Fig. 1: cells by drive strength
(4 px per micron)
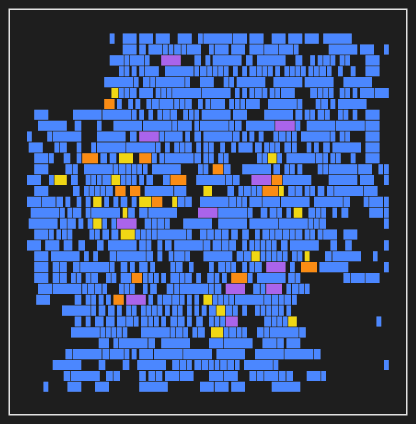
Fig. 2: placement by cell class
(4 px per micron)
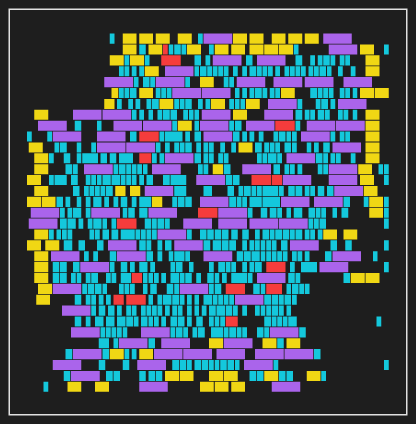
## config.mk

```make
export PLATFORM = sky130hd
export DESIGN_NAME = prog_loader_flat
export DESIGN_NICKNAME = d
export VERILOG_FILES = /design/src/rtl/prog_loader_pkg.sv /design/src/rtl/prog_loader_if.sv /design/src/rtl/prog_loader_byte_packer.sv /design/src/rtl/prog_loader.sv /design/src/flat_wrapper.sv
export SDC_FILE = /design/constraint.sdc
export NUM_CORES = 1
export LEC_CHECK = 0
export ABC_AREA = 1
export CORE_AREA = 4 4 95 97
export DETAILED_ROUTE_END_ITERATION = 10
export DIE_AREA = 0 0 99 101
export GPL_ROUTABILITY_DRIVEN = 0
export PLACE_DENSITY = 0.87
export SKIP_LAST_GASP = 1
export SYNTH_ARGS = -nofsm -noshare
export SYNTH_HDL_FRONTEND = slang
export SYNTH_HIERARCHICAL = 1
export SYNTH_SLANG_ARGS = --single-unit
```

## constraint.sdc

```tcl
create_clock -name clk -period 3.1 [get_ports clk]
set_input_delay 0.62 -clock clk [delete_from_list [all_inputs] [get_ports clk]]
set_output_delay 0.62 -clock clk [all_outputs]
set_load 0.005 [all_outputs]
```

## src/rtl/prog_loader_pkg.sv

```systemverilog
// ---------------------------------------------------------------------------
// LoaderPkg: shared types for the program loader.
//   ld_state_t : loader FSM states.
//   ld_ctrl_t  : registered control/status outputs, bundled so one value can
//                be assigned per state transition.
//   ctrl_for() : the output pattern that belongs to each state.
// ---------------------------------------------------------------------------
package LoaderPkg;

  typedef enum logic [2:0] {
    LdIdle,
    LdRecv,
    LdWrite,
    LdDone,
    LdErr
  } ld_state_t;

  typedef struct packed {
    logic byte_ready;
    logic mem_we;
    logic cpu_reset;
    logic busy;
    logic done;
    logic err;
  } ld_ctrl_t;

  function automatic ld_ctrl_t ctrl_for(ld_state_t s);
    ld_ctrl_t c;
    // NOTE: give every field a default before the case so no path leaves a
    // value unassigned; in combinational code that would infer a latch.
    c = '{byte_ready: 1'b0, mem_we: 1'b0, cpu_reset: 1'b1,
          busy: 1'b0, done: 1'b0, err: 1'b0};
    case (s)
      LdRecv:  begin c.byte_ready = 1'b1; c.busy = 1'b1; end
      LdWrite: begin c.mem_we = 1'b1; c.busy = 1'b1; end
      LdDone:  begin c.cpu_reset = 1'b0; c.done = 1'b1; end
      LdErr:   c.err = 1'b1;
      default: ;
    endcase
    return c;
  endfunction

endpackage

```

## src/rtl/prog_loader_if.sv

```systemverilog
// ---------------------------------------------------------------------------
// prog_loader_if: byte-stream input and memory-write bus of the loader.
//   byte_in/byte_valid/byte_ready : valid/ready byte stream into the loader.
//   mem_we/mem_addr/mem_wdata     : word write port towards CPU memory.
// Modports:
//   slave  : the loader (consumes bytes, drives the memory bus).
//   master : the host/environment (supplies bytes, observes writes).
// ---------------------------------------------------------------------------
interface prog_loader_if;
  logic [7:0]  byte_in;
  logic        byte_valid;
  logic        byte_ready;
  logic        mem_we;
  logic [31:0] mem_addr;
  logic [31:0] mem_wdata;

  modport slave (
    input  byte_in, byte_valid,
    output byte_ready, mem_we, mem_addr, mem_wdata
  );

  modport master (
    output byte_in, byte_valid,
    input  byte_ready, mem_we, mem_addr, mem_wdata
  );
endinterface

```

## src/rtl/prog_loader_byte_packer.sv

```systemverilog
// ---------------------------------------------------------------------------
// byte_packer: assembles four bytes into a big-endian 32-bit word.
//   clk, reset : clock, synchronous active-low reset.
//   clear      : restart assembly at byte 0.
//   shift_en   : a byte is accepted this cycle.
//   byte_in    : the byte being accepted.
//   word       : assembled word (first byte in bits 31:24).
//   word_full  : the byte accepted this cycle is the 4th of a word.
// ---------------------------------------------------------------------------
module byte_packer (
  input  logic        clk,
  input  logic        reset,
  input  logic        clear,
  input  logic        shift_en,
  input  logic [7:0]  byte_in,
  output logic [31:0] word,
  output logic        word_full
);

  logic [1:0] byte_idx;

  always_ff @(posedge clk) begin
    // NOTE: the shift register is a handful of flops, not a RAM, so it is
    // reset along with the counter to give a defined word after reset.
    if (!reset) begin
      byte_idx <= 2'd0;
      word     <= 32'd0;
    end else if (clear) begin
      byte_idx <= 2'd0;
    end else if (shift_en) begin
      // NOTE: non-blocking so byte_idx and word both see pre-edge values.
      byte_idx <= byte_idx + 2'd1;
      word     <= {word[23:0], byte_in};
    end
  end

  // The counter wraps to 0 on the 4th byte, so the next word starts clean.
  assign word_full = shift_en && (byte_idx == 2'd3);

endmodule

```

## src/rtl/prog_loader.sv

```systemverilog
// ---------------------------------------------------------------------------
// prog_loader: receives a program as a byte stream, packs it into 32-bit
// words and writes them to CPU memory, holding the CPU in reset until the
// whole program is in place.
//   clk, reset  : clock, synchronous active-low reset.
//   start       : one-cycle load request (honoured in IDLE, DONE, ERR).
//   word_count  : words to load, sampled with an accepted start.
//   bus         : byte stream in, memory write bus out (slave modport).
//   cpu_reset   : high while no complete program is loaded.
//   busy        : load in progress.
//   done        : load complete, CPU released.
//   err         : last start carried an illegal word_count.
// ---------------------------------------------------------------------------
module prog_loader
  import LoaderPkg::*;
#(
  parameter int unsigned MEM_DEPTH = 1024
) (
  input  logic        clk,
  input  logic        reset,
  input  logic        start,
  input  logic [15:0] word_count,
  prog_loader_if.slave bus,
  output logic        cpu_reset,
  output logic        busy,
  output logic        done,
  output logic        err
);

  ld_state_t   state;
  ld_ctrl_t    ctrl;
  logic [15:0] word_idx;
  logic [15:0] word_cnt;
  logic [31:0] addr_q;
  logic [31:0] word;
  logic        word_full;
  logic        xfer;
  logic        start_ok;

  assign xfer     = bus.byte_valid && ctrl.byte_ready;
  assign start_ok = start && (state == LdIdle || state == LdDone || state == LdErr);

  byte_packer u_packer (
    .clk       (clk),
    .reset     (reset),
    .clear     (start_ok),
    .shift_en  (xfer),
    .byte_in   (bus.byte_in),
    .word      (word),
    .word_full (word_full)
  );

  always_ff @(posedge clk) begin
    if (!reset) begin
      state    <= LdIdle;
      ctrl     <= ctrl_for(LdIdle);
      word_idx <= 16'd0;
      word_cnt <= 16'd0;
      addr_q   <= 32'd0;
    end else begin
      case (state)
        LdIdle, LdDone, LdErr: begin
          if (start) begin
            word_cnt <= word_count;
            word_idx <= 16'd0;
            if (word_count == 16'd0) begin
              state <= LdDone;
              ctrl  <= ctrl_for(LdDone);
            end else if (32'(word_count) > MEM_DEPTH) begin
              state <= LdErr;
              ctrl  <= ctrl_for(LdErr);
            end else begin
              state <= LdRecv;
              ctrl  <= ctrl_for(LdRecv);
            end
          end
        end
        LdRecv: begin
          if (xfer && word_full) begin
            state  <= LdWrite;
            ctrl   <= ctrl_for(LdWrite);
            addr_q <= {14'd0, word_idx, 2'b00};
          end
        end
        LdWrite: begin
          word_idx <= word_idx + 16'd1;
          if (word_idx + 16'd1 == word_cnt) begin
            state <= LdDone;
            ctrl  <= ctrl_for(LdDone);
          end else begin
            state <= LdRecv;
            ctrl  <= ctrl_for(LdRecv);
          end
        end
        default: begin
          state <= LdIdle;
          ctrl  <= ctrl_for(LdIdle);
        end
      endcase
    end
  end

  assign bus.byte_ready = ctrl.byte_ready;
  // A WRITE cycle during which reset is already low is being abandoned, so
  // its strobe is suppressed rather than letting a half-load reach memory.
  assign bus.mem_we     = ctrl.mem_we && reset;
  assign bus.mem_addr   = addr_q;
  assign bus.mem_wdata  = word;
  assign cpu_reset      = ctrl.cpu_reset;
  assign busy           = ctrl.busy;
  assign done           = ctrl.done;
  assign err            = ctrl.err;

endmodule

```

## src/flat_wrapper.sv

```systemverilog
// flat-port wrapper written by rule: the top's interface ports become plain ports
module prog_loader_flat import LoaderPkg::*;
#(
  parameter int unsigned MEM_DEPTH = 1024
)
  (clk, reset, start, word_count, cpu_reset, busy, done, err, bus_byte_in, bus_byte_valid, bus_byte_ready, bus_mem_we, bus_mem_addr, bus_mem_wdata);
  prog_loader_if bus_i ();
  input  logic clk;
  input  logic reset;
  input  logic start;
  input  logic [15:0] word_count;
  output logic cpu_reset;
  output logic busy;
  output logic done;
  output logic err;
  input wire logic [$bits(bus_i.byte_in)-1:0] bus_byte_in;
  input wire logic [$bits(bus_i.byte_valid)-1:0] bus_byte_valid;
  output wire logic [$bits(bus_i.byte_ready)-1:0] bus_byte_ready;
  output wire logic [$bits(bus_i.mem_we)-1:0] bus_mem_we;
  output wire logic [$bits(bus_i.mem_addr)-1:0] bus_mem_addr;
  output wire logic [$bits(bus_i.mem_wdata)-1:0] bus_mem_wdata;
  assign bus_i.byte_in = bus_byte_in;
  assign bus_i.byte_valid = bus_byte_valid;
  assign bus_byte_ready = bus_i.byte_ready;
  assign bus_mem_we = bus_i.mem_we;
  assign bus_mem_addr = bus_i.mem_addr;
  assign bus_mem_wdata = bus_i.mem_wdata;
  prog_loader #(.MEM_DEPTH(MEM_DEPTH)) u_core (.clk(clk), .reset(reset), .start(start), .word_count(word_count), .bus(bus_i), .cpu_reset(cpu_reset), .busy(busy), .done(done), .err(err));
endmodule
```

==> GITHUB_STEP_SUMMARY <==
### Flow metrics

| Metric | Value |
|---|---|
| Status | `completed` |
| I/O pins | `98` |
| Top Usage Layer GRT | `met2` |
| Hold Slack | `0.484 ns` |
| Vias in the first global route | `4270` |
| Routed met3 length | `918 microns` |
| Num tapcells | `105` |
| Top cells excl fill/tap | `152 x nand2_1, 99 x nor2_1, 90 x dfxtp_1` |
| Worst path required time | `3.31 ns` |
| Seq. pwr | `1260 uW` |
| Fp util | `54.7%` |
| Layout area overhead | `21.4%` |
| Post-CTS setup buffer count | `0` |
| Comb gate area | `0.00211 sq mm` |
| Signal buffers | `86` |
| Highest metal used | `met4` |
| Final setup fails | `0` |
| Cells after Synth | `673` |
| Met3 usage | `5.12%` |
| Place WS | `0.525 ns` |
| Final Cell Area | `0.00540 sq mm` |
| Setup crit start | `u_core/word_idx[0]` |
| Sw Pwr | `707 uW` |
| EDFF count, synth | `0` |
| Post-layout util | `66.4%` |
| Largest net degree at the start of global routing | `71` |
| Tcrit/Tclk final | `74.6%` |
| Commonest Layout Cell | `nand2_1` |
| Flop area | `0.00180 sq mm` |
| Delay-heaviest family, CP | `simple AND/OR/NAND/NOR gates` |
| Adder-Cell Fraction of Synth Area | `0.563%` |
| Worst-path clk slew | `0.09 ns` |
| Routed len/inst | `13.8 microns` |
| Initial DRC Count | `374` |
| Clock power frac | `30.9%` |
| CTS tree | `built` |
| Final worst slack | `0.786 ns` |
| Ys async rst share | `0%` |
| Minimum clock period after layout | `2.31 ns` |
| Clock buffers | `10` |
| DRC | `0` |
| FP Rows | `33` |
| Die Ht | `101 microns` |
| Post-CTS Hold Fix Bufs | `0` |
| Global route overflow | `0` |
| Reg-to-reg slack, setup | `0.79 ns` |
| Area fraction in mux cells | `0%` |
| Slew @ Worst Pin | `0.974 ns` |
| Root buf cell | `clkbuf_8` |
| Average cell area after synthesis | `6.61 sq um` |
| Synth cell count leaders | `152 x nand2_1, 99 x nor2_1, 90 x dfxtp_1` |
| Share of cells above drive strength 1 | `6.02%` |
| Complex Gates by Area | `10.4%` |
| Reg2Reg Launch Point | `u_core/word_idx[0]` |
| Largest class | `multi-input combinational cells` |
| Clk power | `739 uW` |
| Met1 usage | `29.1%` |
| Register share of total power | `52.7%` |
| Mapped Area | `0.00445 sq mm` |
| Logic inverters | `88` |
| Sw Share | `29.6%` |
| FF-to-FF End | `u_core/busy` |
| Worst path cell trace | `ha_1, nand2_2, nor2_4, nand3_1, nand3_1, nand2_1, nor2_1, nand2_1, nor2_1, nand3_2, nand2_2, nand2_1, nand2_1, a21oi_1` |
| Final Hold Fails | `0` |
| CP Depth | `14` |
| Critical Path Sink | `u_core/busy` |
| Routed Antenna Nets | `0` |
| PnR Total Power | `2390 uW` |
| Max_cap viols | `0` |
| Worst path buffer plus inverter count | `0` |
| Arr. time, crit path | `2.52 ns` |
| Max power group | `sequential cells` |
| CTS buffer count | `9` |
| Clock sinks | `90` |
| Leakage dissipation | `0.00213 uW` |
| Hold/Removal Path Class | `flop to flop` |
| Met2 Track Usage GR | `40.5%` |
| Final nets | `772` |
| Clk latency late pin | `0.36 ns` |
| Clk tree area frac | `3.31%` |
| Synth top area cells | `dfxtp_1 41%, nand2_1 13%, nor2_1 8.4%, nand3_1 8.1%, inv_1 7.1%` |
| Finished Layout Cells | `852` |
| CTS-repair resized insts | `0` |
| Detail Placement HPWL | `8.28 mm` |
| Worst path max stage delay | `0.47 ns` |
| CTS Buffer Depth | `2` |
| Flops & latches, synth | `90` |
| Logic pwr share | `16.4%` |
| Die area | `0.0100 sq mm` |
| H-tree Lvls | `3` |
| Core footprint | `0.00813 sq mm` |
| Multi-In Gates | `467` |
| Cell count in the Yosys report | `673` |
| Die X-Extent | `99 microns` |
| Most frequent CP cell | `nand2_1` |
| Clk_skew | `0.0115 ns` |
| Max Slew Vio Count | `0` |
| Antenna violations before repair | `0` |
| Worst hold path depth | `2` |
| Hold Path Origin | `u_core/word_cnt[13]` |
| Non-clk buf share | `15.6%` |
| Comb/total area | `39.1%` |
| M1 WL | `4.88 mm` |
| Comb area leader | `simple AND/OR/NAND/NOR gates` |
| Comb pwr | `391 uW` |
| Top reg by flops | `u_core/u_packer/word` |
| Routed wl met2 | `5.68 mm` |
| CP Class | `flop to flop` |
| YS chip area | `0.00445 sq mm` |
| Worst R2R Path Depth | `14` |
| Setup Total Neg Slack | `0 ns` |
| CP Launch Type | `flop` |
| Antenna Cells | `0` |
| Max VDD drop | `0.227 mV` |
| Fill count | `673` |
| DR vias | `4535` |
| Number of I/O port buffers | `81` |
| Pwr Density | `442 mW/mm^2` |
| FMAX | `0.432 GHz` |
| Ys Warns | `6` |
| Leading area contributor after synthesis | `dfxtp_1` |
Notes on Fig. 1 above:
Orange stands for _3 and _4 cells, cells 14. Yellow stands for _2 cells, cells 20. Purple stands for _6 and larger, cells 11. Blue stands for _0 and _1 cells, cells 702.

Notes on Fig. 2 above:
Red stands for clock drivers and dummy loads, cells 16, share of their area 3.4%. Cyan stands for combinational and other logic, cells 555, share of their area 46%. Purple stands for sequential cells, cells 90, share of their area 34%. Yellow stands for remaining buffers and delay cells, cells 86, share of their area 16%.

Power figures rest on the tool's default switching activity, not on a simulated workload.
